$ cat src/rtl/insn_fetch.sv
// 6502 instruction fetch/decode: reads opcode plus 0-2 operand bytes from the bus
// and hands one decoded instruction per valid/ready handshake to execute.
package typepkg;
  localparam int DATA_N = 8;

  typedef enum logic [6:0] {
    ADC, AND, ASL, BCC, BCS, BEQ, BIT, BMI, BNE, BPL, BRK, BVC, BVS, CLC, CLD,
    CLI, CLV, CMP, CPX, CPY, DEC, DEX, DEY, EOR, INC, INX, INY, JMP, JSR, LDA,
    LDX, LDY, LSR, NOP, ORA, PHA, PHP, PLA, PLP, ROL, ROR, RTI, RTS, SBC, SEC,
    SED, SEI, STA, STX, STY, TAX, TAY, TSX, TXA, TXS, TYA,
    SLO, RLA, SRE, RRA, SAX, LAX, DCP, ISC, ANC, ALR, ARR, XAA, AXS, AHX, SHY,
    SHX, TAS, LAS, KIL
  } Opcode;

  typedef enum logic [3:0] {
    Imp, Imm, Zpg, ZpgX, ZpgY, IndX, IndY, Rlt, Abs, AbsX, AbsY, Ind
  } Addressing;
endpackage

module insn_fetch
  import typepkg::*;
(
  input  logic              clk,
  input  logic              reset,
  input  logic              pc_load,
  input  logic [15:0]       pc_in,
  output logic [15:0]       mem_addr,
  output logic              mem_rd,
  input  logic [DATA_N-1:0] mem_data,
  output logic              out_valid,
  input  logic              out_ready,
  output Opcode             out_op,
  output Addressing         out_mode,
  output logic [15:0]       out_operand,
  output logic [15:0]       out_pc,
  output logic [1:0]        out_len
);

  typedef enum logic [2:0] {IDLE, FOP, WOP, WLO, WHI, OUT, HALT} state_t;

  state_t      state_r;
  logic [15:0] pc_r;
  logic [15:0] insn_pc_r;
  Opcode       op_r;
  Addressing   mode_r;
  logic [1:0]  len_r;
  logic [7:0]  lo_r;
  Opcode       dec_op_s;
  Addressing   dec_mode_s;
  logic [1:0]  dec_len_s;

  function automatic Opcode alu_op(input logic [2:0] a);
    case (a)
      3'd0:    return ORA;
      3'd1:    return AND;
      3'd2:    return EOR;
      3'd3:    return ADC;
      3'd4:    return STA;
      3'd5:    return LDA;
      3'd6:    return CMP;
      default: return SBC;
    endcase
  endfunction

  function automatic Opcode rmw_op(input logic [2:0] a);
    case (a)
      3'd0:    return ASL;
      3'd1:    return ROL;
      3'd2:    return LSR;
      3'd3:    return ROR;
      3'd4:    return STX;
      3'd5:    return LDX;
      3'd6:    return DEC;
      default: return INC;
    endcase
  endfunction

  function automatic Opcode ill_op(input logic [2:0] a);
    case (a)
      3'd0:    return SLO;
      3'd1:    return RLA;
      3'd2:    return SRE;
      3'd3:    return RRA;
      3'd4:    return SAX;
      3'd5:    return LAX;
      3'd6:    return DCP;
      default: return ISC;
    endcase
  endfunction

  // Column cc=00: control flow, branches, flag ops, X/Y compares and loads.
  function automatic Opcode dec_op_c0(input logic [2:0] a, input logic [2:0] m);
    case (m)
      3'd0: case (a)
        3'd0: return BRK;  3'd1: return JSR;  3'd2: return RTI;  3'd3: return RTS;
        3'd4: return NOP;  3'd5: return LDY;  3'd6: return CPY;  default: return CPX;
      endcase
      3'd1: case (a)
        3'd1: return BIT;  3'd4: return STY;  3'd5: return LDY;  3'd6: return CPY;
        3'd7: return CPX;  default: return NOP;
      endcase
      3'd2: case (a)
        3'd0: return PHP;  3'd1: return PLP;  3'd2: return PHA;  3'd3: return PLA;
        3'd4: return DEY;  3'd5: return TAY;  3'd6: return INY;  default: return INX;
      endcase
      3'd3: case (a)
        3'd1: return BIT;  3'd2: return JMP;  3'd3: return JMP;  3'd4: return STY;
        3'd5: return LDY;  3'd6: return CPY;  3'd7: return CPX;  default: return NOP;
      endcase
      3'd4: case (a)
        3'd0: return BPL;  3'd1: return BMI;  3'd2: return BVC;  3'd3: return BVS;
        3'd4: return BCC;  3'd5: return BCS;  3'd6: return BNE;  default: return BEQ;
      endcase
      3'd5: case (a)
        3'd4: return STY;  3'd5: return LDY;  default: return NOP;
      endcase
      3'd6: case (a)
        3'd0: return CLC;  3'd1: return SEC;  3'd2: return CLI;  3'd3: return SEI;
        3'd4: return TYA;  3'd5: return CLV;  3'd6: return CLD;  default: return SED;
      endcase
      default: case (a)
        3'd4: return SHY;  3'd5: return LDY;  default: return NOP;
      endcase
    endcase
  endfunction

  function automatic Opcode dec_op_c2(input logic [2:0] a, input logic [2:0] m);
    case (m)
      3'd0: return (a == 3'd5) ? LDX : ((a >= 3'd4) ? NOP : KIL);
      3'd2: case (a)
        3'd4: return TXA;  3'd5: return TAX;  3'd6: return DEX;  3'd7: return NOP;
        default: return rmw_op(a);
      endcase
      3'd4: return KIL;
      3'd6: case (a)
        3'd4: return TXS;  3'd5: return TSX;  default: return NOP;
      endcase
      3'd7: return (a == 3'd4) ? SHX : rmw_op(a);
      default: return rmw_op(a);
    endcase
  endfunction

  function automatic Opcode dec_op_c3(input logic [2:0] a, input logic [2:0] m);
    if (m == 3'd2) begin
      case (a)
        3'd0, 3'd1: return ANC;
        3'd2:       return ALR;
        3'd3:       return ARR;
        3'd4:       return XAA;
        3'd5:       return LAX;
        3'd6:       return AXS;
        default:    return SBC;
      endcase
    end else if ((a == 3'd4) && ((m == 3'd4) || (m == 3'd7))) begin
      return AHX;
    end else if ((a == 3'd4) && (m == 3'd6)) begin
      return TAS;
    end else if ((a == 3'd5) && (m == 3'd6)) begin
      return LAS;
    end else begin
      return ill_op(a);
    end
  endfunction

  function automatic Opcode dec_op(input logic [7:0] b);
    case (b[1:0])
      2'b00:   return dec_op_c0(b[7:5], b[4:2]);
      2'b01:   return (b == 8'h89) ? NOP : alu_op(b[7:5]);
      2'b10:   return dec_op_c2(b[7:5], b[4:2]);
      default: return dec_op_c3(b[7:5], b[4:2]);
    endcase
  endfunction

  // X-register forms (STX/LDX/SAX/LAX/SHX/AHX) index by Y instead of X.
  function automatic Addressing dec_mode(input logic [7:0] b);
    logic [2:0] a;
    logic [2:0] m;
    logic       y_idx;
    a     = b[7:5];
    m     = b[4:2];
    y_idx = (a == 3'd4) || (a == 3'd5);
    case (b[1:0])
      2'b00: case (m)
        3'd0:    return (a == 3'd1) ? Abs : ((a >= 3'd4) ? Imm : Imp);
        3'd1:    return Zpg;
        3'd2:    return Imp;
        3'd3:    return (a == 3'd3) ? Ind : Abs;
        3'd4:    return Rlt;
        3'd5:    return ZpgX;
        3'd6:    return Imp;
        default: return AbsX;
      endcase
      2'b10: case (m)
        3'd0:    return (a >= 3'd4) ? Imm : Imp;
        3'd1:    return Zpg;
        3'd3:    return Abs;
        3'd5:    return y_idx ? ZpgY : ZpgX;
        3'd7:    return y_idx ? AbsY : AbsX;
        default: return Imp;
      endcase
      default: case (m)
        3'd0:    return IndX;
        3'd1:    return Zpg;
        3'd2:    return Imm;
        3'd3:    return Abs;
        3'd4:    return IndY;
        3'd5:    return (b[1] && y_idx) ? ZpgY : ZpgX;
        3'd6:    return AbsY;
        default: return (b[1] && y_idx) ? AbsY : AbsX;
      endcase
    endcase
  endfunction

  function automatic logic [1:0] mode_len(input Addressing md);
    case (md)
      Imp:                                  return 2'd1;
      Imm, Zpg, ZpgX, ZpgY, IndX, IndY, Rlt: return 2'd2;
      default:                              return 2'd3;
    endcase
  endfunction

  // Decode of whatever byte is on the bus; consumed only in WOP.
  always_comb begin
    dec_op_s   = dec_op(mem_data);
    dec_mode_s = dec_mode(mem_data);
    dec_len_s  = mode_len(dec_mode_s);
  end

  // Read strobe; in WOP it follows the freshly decoded length with no register stage.
  always_comb begin
    mem_rd = 1'b0;
    if (pc_load) begin
      mem_rd = 1'b0;
    end else begin
      case (state_r)
        FOP:     mem_rd = 1'b1;
        WOP:     mem_rd = (dec_len_s != 2'd1);
        WLO:     mem_rd = (len_r == 2'd3);
        OUT:     mem_rd = out_ready && (out_op != KIL);
        default: mem_rd = 1'b0;
      endcase
    end
  end

  assign mem_addr = pc_r;

  // Fetch sequencer; out_* are only written on entry to OUT so they stay stable while presented.
  always_ff @(posedge clk or posedge reset) begin
    if (reset) begin
      state_r     <= IDLE;
      pc_r        <= 16'h0000;
      insn_pc_r   <= 16'h0000;
      op_r        <= NOP;
      mode_r      <= Imp;
      len_r       <= 2'd1;
      lo_r        <= 8'h00;
      out_valid   <= 1'b0;
      out_op      <= NOP;
      out_mode    <= Imp;
      out_operand <= 16'h0000;
      out_pc      <= 16'h0000;
      out_len     <= 2'd1;
    end else if (pc_load) begin
      pc_r      <= pc_in;
      state_r   <= FOP;
      out_valid <= 1'b0;
    end else begin
      case (state_r)
        FOP: begin
          insn_pc_r <= pc_r;
          pc_r      <= pc_r + 16'd1;
          state_r   <= WOP;
        end
        WOP: begin
          op_r   <= dec_op_s;
          mode_r <= dec_mode_s;
          len_r  <= dec_len_s;
          if (dec_len_s == 2'd1) begin
            state_r     <= OUT;
            out_valid   <= 1'b1;
            out_op      <= dec_op_s;
            out_mode    <= dec_mode_s;
            out_operand <= 16'h0000;
            out_pc      <= insn_pc_r;
            out_len     <= 2'd1;
          end else begin
            pc_r    <= pc_r + 16'd1;
            state_r <= WLO;
          end
        end
        WLO: begin
          lo_r <= mem_data;
          if (len_r == 2'd3) begin
            pc_r    <= pc_r + 16'd1;
            state_r <= WHI;
          end else begin
            state_r     <= OUT;
            out_valid   <= 1'b1;
            out_op      <= op_r;
            out_mode    <= mode_r;
            out_operand <= {8'h00, mem_data};
            out_pc      <= insn_pc_r;
            out_len     <= len_r;
          end
        end
        WHI: begin
          state_r     <= OUT;
          out_valid   <= 1'b1;
          out_op      <= op_r;
          out_mode    <= mode_r;
          out_operand <= {mem_data, lo_r};
          out_pc      <= insn_pc_r;
          out_len     <= len_r;
        end
        OUT: begin
          if (out_ready) begin
            out_valid <= 1'b0;
            if (out_op == KIL) begin
              state_r <= HALT;
            end else begin
              insn_pc_r <= pc_r;
              pc_r      <= pc_r + 16'd1;
              state_r   <= WOP;
            end
          end else begin
            state_r <= OUT;
          end
        end
        default: state_r <= state_r;
      endcase
    end
  end

endmodule

$ cat config.mk
export PLATFORM = sky130hd
export DESIGN_NAME = insn_fetch
export DESIGN_NICKNAME = d
export VERILOG_FILES = /design/src/rtl/insn_fetch.sv
export SDC_FILE = /design/constraint.sdc
export NUM_CORES = 1
export LEC_CHECK = 0
export CAP_MARGIN = 10
export CORE_MARGIN = 2
export CORE_UTILIZATION = 30
export CTS_BUF_LIST = sky130_fd_sc_hd__clkbuf_16
export DETAILED_ROUTE_END_ITERATION = 6
export GPL_TIMING_DRIVEN = 0
export PLACE_DENSITY = 0.55
export SETUP_SLACK_MARGIN = 0.2
export SYNTH_ARGS = -nofsm -noshare
export SYNTH_HDL_FRONTEND = slang
export SYNTH_SLANG_ARGS = --single-unit
export TNS_END_PERCENT = 50
$ cat constraint.sdc
create_clock -name clk -period 4.1 [get_ports clk]
set_clock_uncertainty 0.15 [all_clocks]
set_input_delay 0.82 -clock clk [delete_from_list [all_inputs] [get_ports clk]]
set_output_delay 0.82 -clock clk [all_outputs]
set_load 0.005 [all_outputs]
**Run 1: a small window of the routed layout**

Window x 98 to 123, y 98 to 123 um. Cells in grey, sequential cells in the stronger grey; small squares are vias.
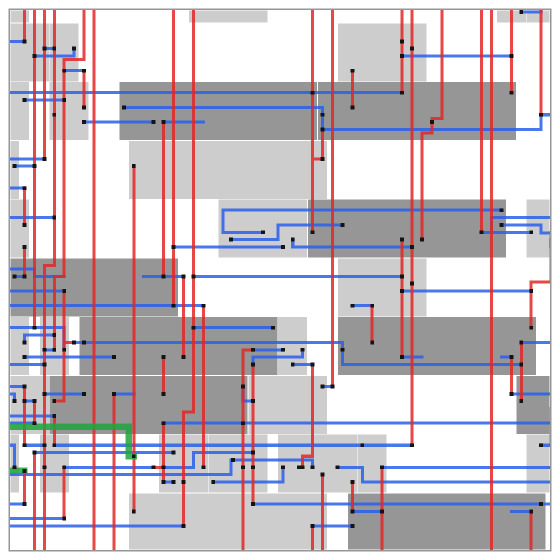
- red: metal 2
- blue: metal 1
- green: metal 3
- cells with their middle in the window: 25
- netlist names of flops here include: mem_addr (5), insn_pc_r (3)
- most frequent: dfrtp_1 (8), mux2_2 (3), nand2_1 (3)
- sequential cells in the window: 8

**Run 1: register map, names as in the netlist**

(3 px per um) Other sequential cells in the stronger grey, the rest of the logic in the fainter grey.
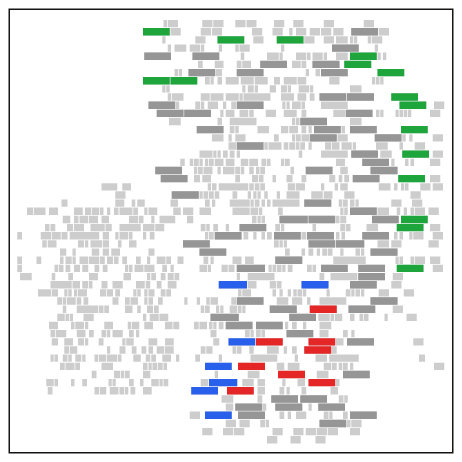
- red: lo_r (placed flops 8)
- blue: out_op (placed flops 7; where bottom centre)
- green: out_pc (placed flops 16)

**Run 1: selected gate families**

(2 px per um)
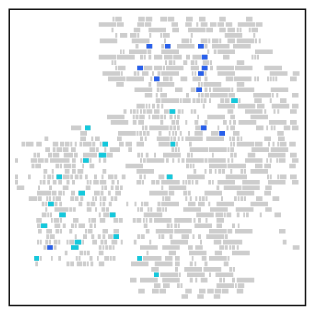
- blue: xor and xnor cells (cells 12; most used xnor2_1)
- cyan: non-inverting ao/oa cells (cells 20; most used a211o_1)

==> impl_metrics.csv, run 1 <==
group,metric,value,unit
cts,numCtsBuffers,9,
sta,slew_headroom,0.469,
floorplanning,rows,52,
yosys,synth_flops,102,
power,comb-power,1.37,mW
setup_path,cpMaxStageDelayCell,"a211o_1",
min_path,min_delay_path_depth,2,
run_status,run_status,"finished, final reports clean",
global_routing,grt_busiest_layer,"met2",
global_routing,grt_util_all_layers,0.180,
setup_path,required,3.13,ns
sta,period_used_share,0.927,
route,highest_layer,"met4",
layout,comb_area,0.00331,sq mm
global_routing,grtUsageMet3,0.0242,
sta,hold_violations,0,
setup_path,r2r-start,"state_r[1]",
place,gp_congestion,0.938,
power,powerDensity,499,mW/mm^2
global_routing,grt_first_pass_wirelength,31.1,mm
power,p_leak,3.12,nW
power,p_switching,1.29,mW
cts,cts_resized,33,
yosys,yosysCellCount,716,
route,via_count,5820,
min_path,hold_end,"out_pc[11]",
power,ir_drop,0.190,mV
layout,nFillCells,2078,
layout,n_all_inverters,16,
cts,cts.sinks,102,
setup_path,cpMostUsedCell,"buf_6",
layout,register_area,0.00256,sq mm
cts,cts_setup_buffers,4,
setup_path,crit_type,"in2out",
sta,max_freq,263,MHz
layout,layout-drive-gt1-share,0.147,
layout,mostFrequentLayoutCells,"nand2_1 (148), dfrtp_1 (96), clkdlybuf4s50_1 (81), o21ai_0 (67), nor2_1 (45)",
setup_path,start_kind,"input port",
sta,worst_pin_slew,0.794,ns
sta,tns,0,ns
setup_path,r2r_cells,9,
global_routing,grt_overflow,0,
run,tool_warnings,27,
global_routing,use_met1,0.261,
global_routing,grt_start_max_net_pins,64,
floorplanning,die_w,147,um
route,drt-initial-drc-count,547,
power,p_int,2.59,mW
route,routed_wl,19.4,mm
global_routing,grt_pass1_vias,5575,
run 1: how the worst max path moves through the flow:
stage / cells past startpoint / endpoint / startpoint / slack [ns]
5_1_grt: 12 / mem_rd / mem_data[4] / 0.20
2_1_floorplan: 1 / insn_pc_r[0] / reset / 0.46
6_report: 12 / mem_rd / mem_data[7] / 0.30
3_5_place_dp: 11 / mem_rd / mem_data[6] / -0.77
3_3_place_gp: 2 / out_pc[3] / reset / -1.28
4_1_cts: 13 / mem_rd / mem_data[2] / 0.25
run 1: Yosys cell counts, types with 4 or more instances:
cell      count
a221oi_1      5
a211oi_2      9
inv_1        14
a211o_1       4
nand2_1     148
o21ai_0      68
nor2b_1      16
a211oi_1      5
o211ai_1      8
clkbuf_1     26
nand2b_1      8
a31oi_1       8
nor3_1        9
buf_2        20
a32oi_1       5
buf_1         4
dfrtp_1      96
mux2_2       26
and2_1        4
a21oi_1      34
nor2_1       46
clkbuf_2      4
nand4_1       5
mux2i_1       4
a22oi_1      10
nand3_1      17
xnor2_1      11
dfstp_2       6
o21ai_1       9
or2_2         5
run 1: per-stage QoR:
stage	instances	setup slack (ns)	area [sq um]
after floorplan	716	0.464	6160
after global placement	1073	-1.28	7370
after detailed placement	1074	-0.768	7400
after CTS	1094	0.251	7770
after global routing	1095	0.201	7780
final	1095	0.298	7780
run 1: tightest hold or removal path, stage by stage, from the launching register on:
cell and delay [ns]:
dfrtp_1 0.34, nand2_1 0.05, nand2_1 0.05
run 1: sequential cells by signal, indices dropped and copies added, names as in the netlist:
| register | count |
|---|---|
| insn_pc_r | 16 |
| mem_addr | 16 |
| out_operand | 16 |
| out_pc | 16 |
| lo_r | 8 |
| op_r | 7 |
| out_op | 7 |
| mode_r | 4 |
| out_mode | 4 |
| state_r | 3 |
| len_r | 2 |
| out_len | 2 |
| out_valid | 1 |
==> run 2: changes to the inputs <==
- CORE_MARGIN: 2 -> 5
- CTS_CLUSTER_SIZE: not set -> 30
- MAX_ROUTING_LAYER: not set -> met4
**Run 2: selected gate families**

(2 px per um)
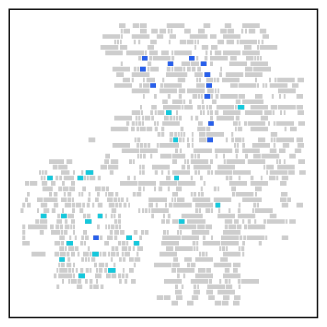
- cyan: non-inverting ao/oa cells (cells 20; most used a211o_1)
- blue: xor and xnor cells (cells 12; most used xnor2_1; where top centre)

==> impl_metrics.csv, run 2 <==
group,metric,value,unit
yosys,ys_seq_share,0.415,
floorplanning,die_w,153,um
run,drv_cap,0,
yosys,area_leaders,"dfrtp_1 (39%), nand2_1 (9.0%), o21ai_0 (5.5%)",
floorplanning,io_pins,91,
place,placed_cell_area,0.00741,sq mm
yosys,top_cells_by_count,"nand2_1 (148), dfrtp_1 (96), o21ai_0 (68), nor2_1 (46), a21oi_1 (34)",
sta,hold_ws,0.313,ns
run_status,run_status,"finished, final reports clean",
floorplanning,core-area,0.0202,sq mm
sta,max_freq,262,MHz
min_path,min_delay_path_depth,2,
global_routing,antenna_found_initial,0,
layout,final_util,0.388,
global_routing,grtUsageMet3,0.0283,
floorplanning,rows,52,
yosys,synthCells,716,
cts,htree_levels,3,
setup_path,r2r-start,"out_op[5]",
yosys,yosysUniqueCellTypes,85,
setup_path,required,3.13,ns
global_routing,grt_busiest_layer,"met2",
layout,nets,852,
sta,worst_pin_slew,0.785,ns
yosys,syn_area,0.00616,sq mm
layout,mostFrequentLayoutCells,"nand2_1 (148), dfrtp_1 (96), clkdlybuf4s50_1 (81), o21ai_0 (67), nor2_1 (45)",
yosys,yosysCellCount,716,
layout,synthToLayoutAreaGrowth,27.4,%
place,gp_congestion,0.962,
layout,final_common_cell,"nand2_1",
cts,cts.sinks,102,
global_routing,grt_start_max_net_pins,54,
cts,clk_latency,0.35,ns
yosys,fp_nets,748,
route,via_count,5724,
floorplanning,dieArea,0.0235,sq mm
yosys,synth_flops,102,
floorplanning,fp-utilization,0.305,
cts,cts_tree,"done",
yosys,synth.most_common_cell,"nand2_1",
route,dr.pass1.iters,6,
yosys,syn_avg_cell_area,8.61,sq um
global_routing,use_met1,0.239,
sta,min_period,3.82,ns
sta,hold_violations,0,
layout,nFillCells,2061,
sta,setup_violations,0,
setup_path,cp-endpoint,"mem_rd",
power,powerDensity,511,mW/mm^2
setup_path,critPathMaxFanout,10,
setup_path,max_stage_delay,0.47,ns
route,via_per_inst,5.23,
power,ir_drop,0.211,mV
place,port_buffers,87,
cts,numCtsBuffers,9,
setup_path,cp-startpoint,"mem_data[5]",
min_path,hold_end,"out_pc[15]",
min_path,hp-class,"reg2reg",
setup_path,r2r_cells,6,
yosys,ys_warn_count,0,
sta,finalMaxSlewViolations,0,
setup_path,cpMaxStageDelayCell,"a2111oi_4",
power,p_leak,3.15,nW
run,tool_warnings,27,
yosys,synthArstFlopShare,1.00,
global_routing,grt_overflow,0,
setup_path,cp-end-kind,"primary output",
layout,layout-drive-gt1-share,0.153,
route,routed_wl,19.8,mm
sta,slew_headroom,0.475,
min_path,min_from,"insn_pc_r[15]",
sta,rsz0062_at_grt,"false",
yosys,top_area_frac,0.390,
global_routing,met2_usage,0.256,
setup_path,crit_type,"in2out",
layout,final_area,0.00785,sq mm
global_routing,grt_util_all_layers,0.171,
route,ant_nets,0,
global_routing,grt_pass1_vias,5575,
setup_path,arrival,2.85,ns
place,dp_hpwl,14.6,mm
setup_path,start_kind,"input port",
sta,period_used_share,0.932,
global_routing,grt_first_pass_wirelength,31.9,mm
route,wl_per_cell,18.1,um
route,drt-initial-drc-count,523,
**Run 2: register map, names as in the netlist**

(3 px per um) Other sequential cells in the stronger grey, the rest of the logic in the fainter grey.
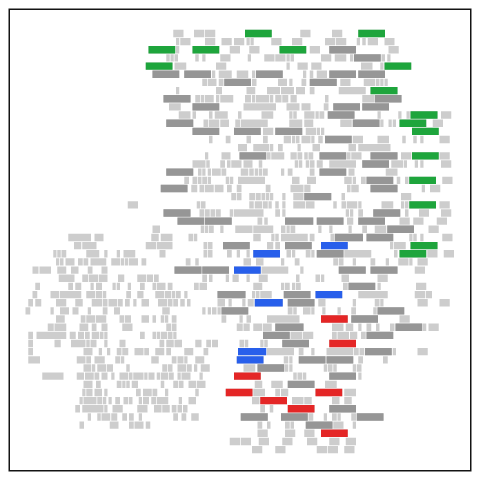
- blue: out_op (placed flops 7)
- green: out_pc (placed flops 16)
- red: lo_r (placed flops 8)

-- run 2: timing repair --
action,in CTS,in global routing
buffers inserted,4,0
pin swaps,2,1
gates resized,38,7
endpoints found under the setup margin,1,1
hold buffers,0,0
gates cloned,0,0
-- run 2: cell families (layout without fill, tap and decap cells) --
family                   Yosys count  count (layout)  synth area share
multiplexers                      30              30            0.0540
AND/OR/NAND/NOR                  281             281             0.209
adder cells (fa/ha/maj)            5               5            0.0122
XOR/XNOR                          12              12            0.0171
buffers and inverters             75             184            0.0554
flip-flops                       102             102             0.415
AND-OR/OR-AND                    211             211             0.237
-- run 2: area by class of cell --
class / instances / area (sq um) / share of cell area
buffer: 59 / 304 / 0.0387
tap: 270 / 338 / 0.0430
clock inverter: 7 / 120 / 0.0153
multi-input combinational: 539 / 3330 / 0.424
timing repair buffer: 93 / 910 / 0.116
inverter: 16 / 62.6 / 0.00797
sequential: 102 / 2560 / 0.326
clock buffer: 9 / 225 / 0.0287
-- run 2: stage by stage --
step	setup WS (ns)	std cells	setup TNS, ns	total power [mW]
5_1_grt	0.211	1095	0	4.28
3_3_place_gp	-1.28	1073	-124.08	3.01
4_1_cts	0.264	1095	0	4.04
6_report	0.277	1095	0	4.01
3_5_place_dp	-0.866	1075	-0.875	3.04
2_1_floorplan	0.464	716	0	2.35
-- run 2: power by group --
group          total, mW  internal, mW  switching [mW]
logic               1.38         0.719           0.658
registers           1.65          1.40           0.254
clock network      0.983         0.599           0.384
-- run 2: layer usage --
layer	routed length [um]	share of wire
met3	1160	0.059
met1	9350	0.47
met4	388	0.020
met2	8920	0.45
met5	0	0
-- run 2: worst max-delay path: cells and delay by family --
kind	cells	cell delay [ns]
buffers and inverters	4	0.73
AND/OR/NAND/NOR	3	0.50
AND-OR/OR-AND	4	0.78
Power figures rest on the tool's default switching activity, not on a simulated workload.
